`config.mk`:
```
export PLATFORM = sky130hd
export DESIGN_NAME = pw_capture_sequencer_flat
export DESIGN_NICKNAME = d
export VERILOG_FILES = /design/src/rtl/pw_capture_sequencer_if.sv /design/src/rtl/pw_capture_sequencer.sv /design/src/flat_wrapper.sv
export SDC_FILE = /design/constraint.sdc
export NUM_CORES = 1
export LEC_CHECK = 0
export CAP_MARGIN = 25
export CORE_MARGIN = 8
export CORE_UTILIZATION = 35
export CTS_BUF_LIST = sky130_fd_sc_hd__clkbuf_8
export CTS_CLUSTER_SIZE = 16
export DETAILED_ROUTE_END_ITERATION = 8
export PLACE_DENSITY = 0.66
export SETUP_SLACK_MARGIN = 0.05
export SLEW_MARGIN = 20
export SYNTH_ARGS = -nofsm -noshare
export SYNTH_HDL_FRONTEND = slang
export SYNTH_SLANG_ARGS = --single-unit
```
`constraint.sdc`:
```
create_clock -name fe_clk -period 3.9 [get_ports fe_clk]
set_input_delay 0.78 -clock fe_clk [delete_from_list [all_inputs] [get_ports fe_clk]]
set_output_delay 0.78 -clock fe_clk [all_outputs]
set_load 0.05 [all_outputs]
```
`src/rtl/pw_capture_sequencer_if.sv`:
```
`default_nettype none
// pw_capture_sequencer_if: register-side / FE-side signal bundle for pw_capture_sequencer.
// The master modport drives the request side; the slave modport is the sequencer.
interface pw_capture_sequencer_if #(
    parameter int pCAPTURE_LEN_WIDTH = 16,
    parameter int pTIMEOUT_WIDTH     = 24
);
    logic                          I_arm_req;
    logic                          I_disarm;
    logic                          I_clk_locked;
    logic [pCAPTURE_LEN_WIDTH-1:0] I_capture_len;
    logic                          I_match;
    logic                          I_data_wr;
    logic                          I_fifo_full;
    logic [pTIMEOUT_WIDTH-1:0]     I_timeout;
    logic                          O_arm;
    logic                          O_capturing;
    logic                          O_done;
    logic [2:0]                    O_state;
    logic                          O_overflow;
    logic [pCAPTURE_LEN_WIDTH-1:0] O_byte_count;
    logic                          O_timed_out;

    modport master (
        output I_arm_req, I_disarm, I_clk_locked, I_capture_len,
               I_match, I_data_wr, I_fifo_full, I_timeout,
        input  O_arm, O_capturing, O_done, O_state,
               O_overflow, O_byte_count, O_timed_out
    );

    modport slave (
        input  I_arm_req, I_disarm, I_clk_locked, I_capture_len,
               I_match, I_data_wr, I_fifo_full, I_timeout,
        output O_arm, O_capturing, O_done, O_state,
               O_overflow, O_byte_count, O_timed_out
    );
endinterface
`default_nettype wire

```
`src/rtl/pw_capture_sequencer.sv`:
```
`default_nettype none
// pw_capture_sequencer: arm -> lock wait -> armed -> byte-counted capture -> done, in the fe_clk domain.
// Define PW_ARM_TIMEOUT_EN to add the armed-state timeout (O_timed_out); otherwise ARMED waits forever.
module pw_capture_sequencer #(
    parameter int pCAPTURE_LEN_WIDTH = 16,
    parameter int pTIMEOUT_WIDTH     = 24
) (
    input  logic                  fe_clk,
    input  logic                  reset_n,
    pw_capture_sequencer_if.slave bus
);
    typedef enum logic [2:0] {
        ST_IDLE      = 3'd0,
        ST_WAIT_LOCK = 3'd1,
        ST_ARMED     = 3'd2,
        ST_CAPTURE   = 3'd3,
        ST_DONE      = 3'd4
    } state_t;

    localparam logic [pCAPTURE_LEN_WIDTH-1:0] LEN_ONE = {{(pCAPTURE_LEN_WIDTH-1){1'b0}}, 1'b1};

    state_t                        state;
    state_t                        state_next;
    logic                          arm_req_q;
    logic                          arm_edge;
    logic [pCAPTURE_LEN_WIDTH-1:0] len_q;
    logic [pCAPTURE_LEN_WIDTH-1:0] count_q;
    logic [pCAPTURE_LEN_WIDTH-1:0] count_inc;
    logic                          arm_q;
    logic                          capturing_q;
    logic                          done_q;
    logic                          overflow_q;
    logic                          timed_out;
    logic                          tmo_hit;

    assign arm_edge  = bus.I_arm_req & ~arm_req_q;
    assign count_inc = (count_q == '1) ? count_q : count_q + LEN_ONE;

`ifdef PW_ARM_TIMEOUT_EN
    localparam logic [pTIMEOUT_WIDTH-1:0] TMO_ONE = {{(pTIMEOUT_WIDTH-1){1'b0}}, 1'b1};

    logic [pTIMEOUT_WIDTH-1:0] tmo_q;
    logic [pTIMEOUT_WIDTH-1:0] tmo_cnt;
    logic                      timed_out_q;

    // Counter holds the number of ARMED cycles already completed, so the hit fires on the Nth.
    assign tmo_hit   = (tmo_q != '0) && ((tmo_cnt + TMO_ONE) == tmo_q);
    assign timed_out = timed_out_q;

    always_ff @(posedge fe_clk or negedge reset_n) begin
        if (!reset_n) begin
            tmo_q       <= '0;
            tmo_cnt     <= '0;
            timed_out_q <= 1'b0;
        end else begin
            if (state == ST_IDLE && arm_edge) begin
                tmo_q       <= bus.I_timeout;
                timed_out_q <= 1'b0;
            end else if (state == ST_ARMED && state_next == ST_DONE) begin
                timed_out_q <= 1'b1;
            end
            if (state == ST_ARMED && state_next == ST_ARMED)
                tmo_cnt <= tmo_cnt + TMO_ONE;
            else
                tmo_cnt <= '0;
        end
    end
`else
    logic unused_timeout;
    assign unused_timeout = ^bus.I_timeout;
    assign tmo_hit        = 1'b0;
    assign timed_out      = 1'b0;
`endif

    always_ff @(posedge fe_clk or negedge reset_n) begin
        if (!reset_n)
            state <= ST_IDLE;
        else
            state <= state_next;
    end

    always_comb begin
        state_next = state;
        case (state)
            ST_IDLE: begin
                if (arm_edge)
                    state_next = ST_WAIT_LOCK;
            end
            ST_WAIT_LOCK: begin
                if (bus.I_disarm)
                    state_next = ST_IDLE;
                else if (bus.I_clk_locked)
                    state_next = ST_ARMED;
            end
            ST_ARMED: begin
                if (bus.I_disarm)
                    state_next = ST_IDLE;
                else if (!bus.I_clk_locked)
                    state_next = ST_WAIT_LOCK;
                else if (bus.I_match)
                    state_next = ST_CAPTURE;
                else if (tmo_hit)
                    state_next = ST_DONE;
            end
            ST_CAPTURE: begin
                // FIFO full is checked first so a full write on the last byte reports overflow.
                if (bus.I_disarm)
                    state_next = ST_IDLE;
                else if (bus.I_data_wr && bus.I_fifo_full)
                    state_next = ST_DONE;
                else if (bus.I_data_wr && len_q != '0 && count_inc == len_q)
                    state_next = ST_DONE;
            end
            ST_DONE:  state_next = ST_IDLE;
            default:  state_next = ST_IDLE;
        endcase
    end

    always_ff @(posedge fe_clk or negedge reset_n) begin
        if (!reset_n) begin
            arm_req_q   <= 1'b0;
            len_q       <= '0;
            count_q     <= '0;
            overflow_q  <= 1'b0;
            arm_q       <= 1'b0;
            capturing_q <= 1'b0;
            done_q      <= 1'b0;
        end else begin
            arm_req_q <= bus.I_arm_req;
            if (state == ST_IDLE && arm_edge) begin
                len_q      <= bus.I_capture_len;
                count_q    <= '0;
                overflow_q <= 1'b0;
            end else if (state == ST_CAPTURE && !bus.I_disarm && bus.I_data_wr) begin
                if (bus.I_fifo_full)
                    overflow_q <= 1'b1;
                else
                    count_q <= count_inc;
            end
            // Qualifiers are registered from the next state so they line up with O_state.
            arm_q       <= (state_next == ST_ARMED) || (state_next == ST_CAPTURE);
            capturing_q <= (state_next == ST_CAPTURE);
            done_q      <= (state_next == ST_DONE);
        end
    end

    assign bus.O_state      = state;
    assign bus.O_arm        = arm_q;
    assign bus.O_capturing  = capturing_q;
    assign bus.O_done       = done_q;
    assign bus.O_overflow   = overflow_q;
    assign bus.O_byte_count = count_q;
    assign bus.O_timed_out  = timed_out;
endmodule
`default_nettype wire

```
`src/flat_wrapper.sv`:
```
// flat-port wrapper written by rule: the top's interface ports become plain ports
module pw_capture_sequencer_flat 
#(
    parameter int pCAPTURE_LEN_WIDTH = 16,
    parameter int pTIMEOUT_WIDTH     = 24
)
  (fe_clk, reset_n, bus_I_arm_req, bus_I_disarm, bus_I_clk_locked, bus_I_capture_len, bus_I_match, bus_I_data_wr, bus_I_fifo_full, bus_I_timeout, bus_O_arm, bus_O_capturing, bus_O_done, bus_O_state, bus_O_overflow, bus_O_byte_count, bus_O_timed_out);
  pw_capture_sequencer_if #(.pCAPTURE_LEN_WIDTH(pCAPTURE_LEN_WIDTH), .pTIMEOUT_WIDTH(pTIMEOUT_WIDTH)) bus_i ();
  input  logic fe_clk;
  input  logic reset_n;
  input wire logic [$bits(bus_i.I_arm_req)-1:0] bus_I_arm_req;
  input wire logic [$bits(bus_i.I_disarm)-1:0] bus_I_disarm;
  input wire logic [$bits(bus_i.I_clk_locked)-1:0] bus_I_clk_locked;
  input wire logic [$bits(bus_i.I_capture_len)-1:0] bus_I_capture_len;
  input wire logic [$bits(bus_i.I_match)-1:0] bus_I_match;
  input wire logic [$bits(bus_i.I_data_wr)-1:0] bus_I_data_wr;
  input wire logic [$bits(bus_i.I_fifo_full)-1:0] bus_I_fifo_full;
  input wire logic [$bits(bus_i.I_timeout)-1:0] bus_I_timeout;
  output wire logic [$bits(bus_i.O_arm)-1:0] bus_O_arm;
  output wire logic [$bits(bus_i.O_capturing)-1:0] bus_O_capturing;
  output wire logic [$bits(bus_i.O_done)-1:0] bus_O_done;
  output wire logic [$bits(bus_i.O_state)-1:0] bus_O_state;
  output wire logic [$bits(bus_i.O_overflow)-1:0] bus_O_overflow;
  output wire logic [$bits(bus_i.O_byte_count)-1:0] bus_O_byte_count;
  output wire logic [$bits(bus_i.O_timed_out)-1:0] bus_O_timed_out;
  assign bus_i.I_arm_req = bus_I_arm_req;
  assign bus_i.I_disarm = bus_I_disarm;
  assign bus_i.I_clk_locked = bus_I_clk_locked;
  assign bus_i.I_capture_len = bus_I_capture_len;
  assign bus_i.I_match = bus_I_match;
  assign bus_i.I_data_wr = bus_I_data_wr;
  assign bus_i.I_fifo_full = bus_I_fifo_full;
  assign bus_i.I_timeout = bus_I_timeout;
  assign bus_O_arm = bus_i.O_arm;
  assign bus_O_capturing = bus_i.O_capturing;
  assign bus_O_done = bus_i.O_done;
  assign bus_O_state = bus_i.O_state;
  assign bus_O_overflow = bus_i.O_overflow;
  assign bus_O_byte_count = bus_i.O_byte_count;
  assign bus_O_timed_out = bus_i.O_timed_out;
  pw_capture_sequencer #(.pCAPTURE_LEN_WIDTH(pCAPTURE_LEN_WIDTH), .pTIMEOUT_WIDTH(pTIMEOUT_WIDTH)) u_core (.fe_clk(fe_clk), .reset_n(reset_n), .bus(bus_i));
endmodule
```
==> impl_metrics.py <==
# Metrics from the implementation run
metrics = {
    "pwr": {
        "switching_share_pct": 29.08,
        "p_seq_w": 0.000527,
        "vdd_drop_max_uv": 207.8,
        "clkPwrFrac_pct": 31.5,
        "seq_power_share_pct": 48.7,
        "power_density_nw_per_um2": 343.8,
        "pwr-share-comb_pct": 19.8,
    },
    "cts": {
        "hold_buffers": 0,
        "clockRootBuffer": "clkbuf_8",
        "clockBufferDepth": 2,
        "htreeDepth": 2,
        "cts-buffers-inserted": 5,
        "clock.latency.late_pin_ns": 0.29,
        "clkSinkCount": 40,
        "cts_setup_buffers": 0,
    },
    "global_routing": {
        "grt_pass1_vias": 2127,
        "grt_pass1_wl_um": 10900,
        "grt_overflow": 0,
    },
    "yosys": {
        "synthCells": 263,
        "yosys.area_share.adder_pct": 0.4990,
        "async_flop_share_pct": 100.0,
        "ys.flops": 40,
        "fp_nets": 312,
        "ys.flop_type": "dfrtp_1",
        "yosys_warnings": 0,
        "yosysChipArea_um2": 2507,
    },
    "sta": {
        "skew_ns": 0.005562,
        "setup_slack_ns": 0.7869,
        "setup_viol": 0,
        "max_freq_mhz": 321.2,
        "whs_ns": 0.5123,
        "tns_ns": 0,
        "slew_headroom_pct": 41.75,
    },
    "layout": {
        "areaGrowthSynthToFinish_pct": 25.55,
        "antennaDiodeCount": 0,
    },
    "floorplanning": {
        "tap_cells": 99,
        "fp.dieH_um": 100.6,
    },
    "worst_hold_path": {
        "hp-class": "reg -> reg",
    },
    "worst_setup_path": {
        "crit_path_end_kind": "flip-flop",
    },
    "status": {
        "status": "completed",
    },
    "route": {
        "drt-initial-drc-count": 156,
        "ant_nets": 0,
    },
}
cells in the mapped netlist (all sizes together), types with 2 or more instances:
| cell | n |
|---|---|
| xor2 | 4 |
| a211o | 2 |
| a211oi | 3 |
| a21oi | 14 |
| a31oi | 4 |
| o211ai | 3 |
| nor4 | 11 |
| and3 | 6 |
| nand2 | 17 |
| a311oi | 3 |
| nor3b | 2 |
| mux2i | 2 |
| inv | 4 |
| clkbuf | 5 |
| nand3 | 10 |
| and4 | 5 |
| and2 | 3 |
| nor3 | 8 |
| a31o | 3 |
| buf | 9 |
| nand2b | 4 |
| xnor2 | 11 |
| mux2 | 15 |
| nor2b | 4 |
| nand4 | 9 |
| o21ai | 19 |
| nor2 | 24 |
| nand3b | 2 |
| or2 | 2 |
| dfrtp | 40 |
metal layers:
layer  track usage [%]  wire, um
met5                 0         0
met4             3.837        93
met3             3.315       457
met2             21.14      3003
met1             17.66      3054
critical path: stages, from the launching register on:
cell and delay, ns:
dfrtp_1 0.49, ha_1 0.40, nand4_4 0.20, nor4_4 0.45, mux2i_1 0.31, xor2_1 0.21
nand4_2 0.14, a2111oi_4 0.39, a211oi_2 0.16, a211o_1 0.24
worst paths after layout:
path / startpoint / to / slack, ns / depth (start not counted)
worst max-delay path: u_core.bus.O_byte_count[0] / u_core.bus.O_state[0] / 0.79 / 9
worst min-delay path: u_core.bus.O_overflow / u_core.bus.O_overflow / 0.51 / 2
worst max register to register: u_core.bus.O_byte_count[0] / u_core.bus.O_state[0] / 0.79 / 9
worst min register to register: u_core.bus.O_overflow / u_core.bus.O_overflow / 0.51 / 2
max in group asynchronous: reset_n / u_core.len_q[9] / 2.76 / 1
min in group asynchronous: reset_n / u_core.bus.O_byte_count[15] / 0.59 / 1
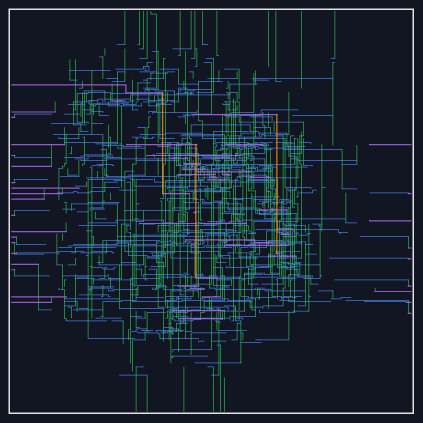
Figure 1: routed metal, one color a layer.
(4 px per um)
metal 3 -> purple  # wire length 458 um
metal 2 -> green  # wire length 3000 um
metal 1 -> blue  # wire length 3050 um
metal 4 -> orange  # wire length 93.2 um
wire per inst: 16.32 um
Via Count: 2198
routed wire length: 6608 um
GRT Util Overall: 13.42%

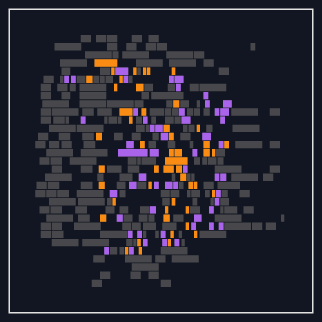
Figure 2: selected gate families.
(3 px per um)
nor cells -> orange  # cells 49
aoi and oai cells -> purple  # cells 53
Commonest Layout Cell: clkdlybuf4s50_1
Comb area share: 45.07%
fin cells: 405

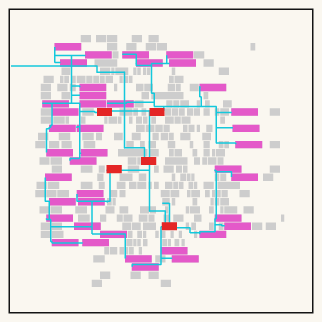
Figure 3: clock distribution.
(3 px per um)
clock wires -> cyan  # length 566 um
flip-flops -> magenta  # count 40
clock drivers -> red  # count 5
routed clock nets = 6

Power and IR drop assume default switching activity.
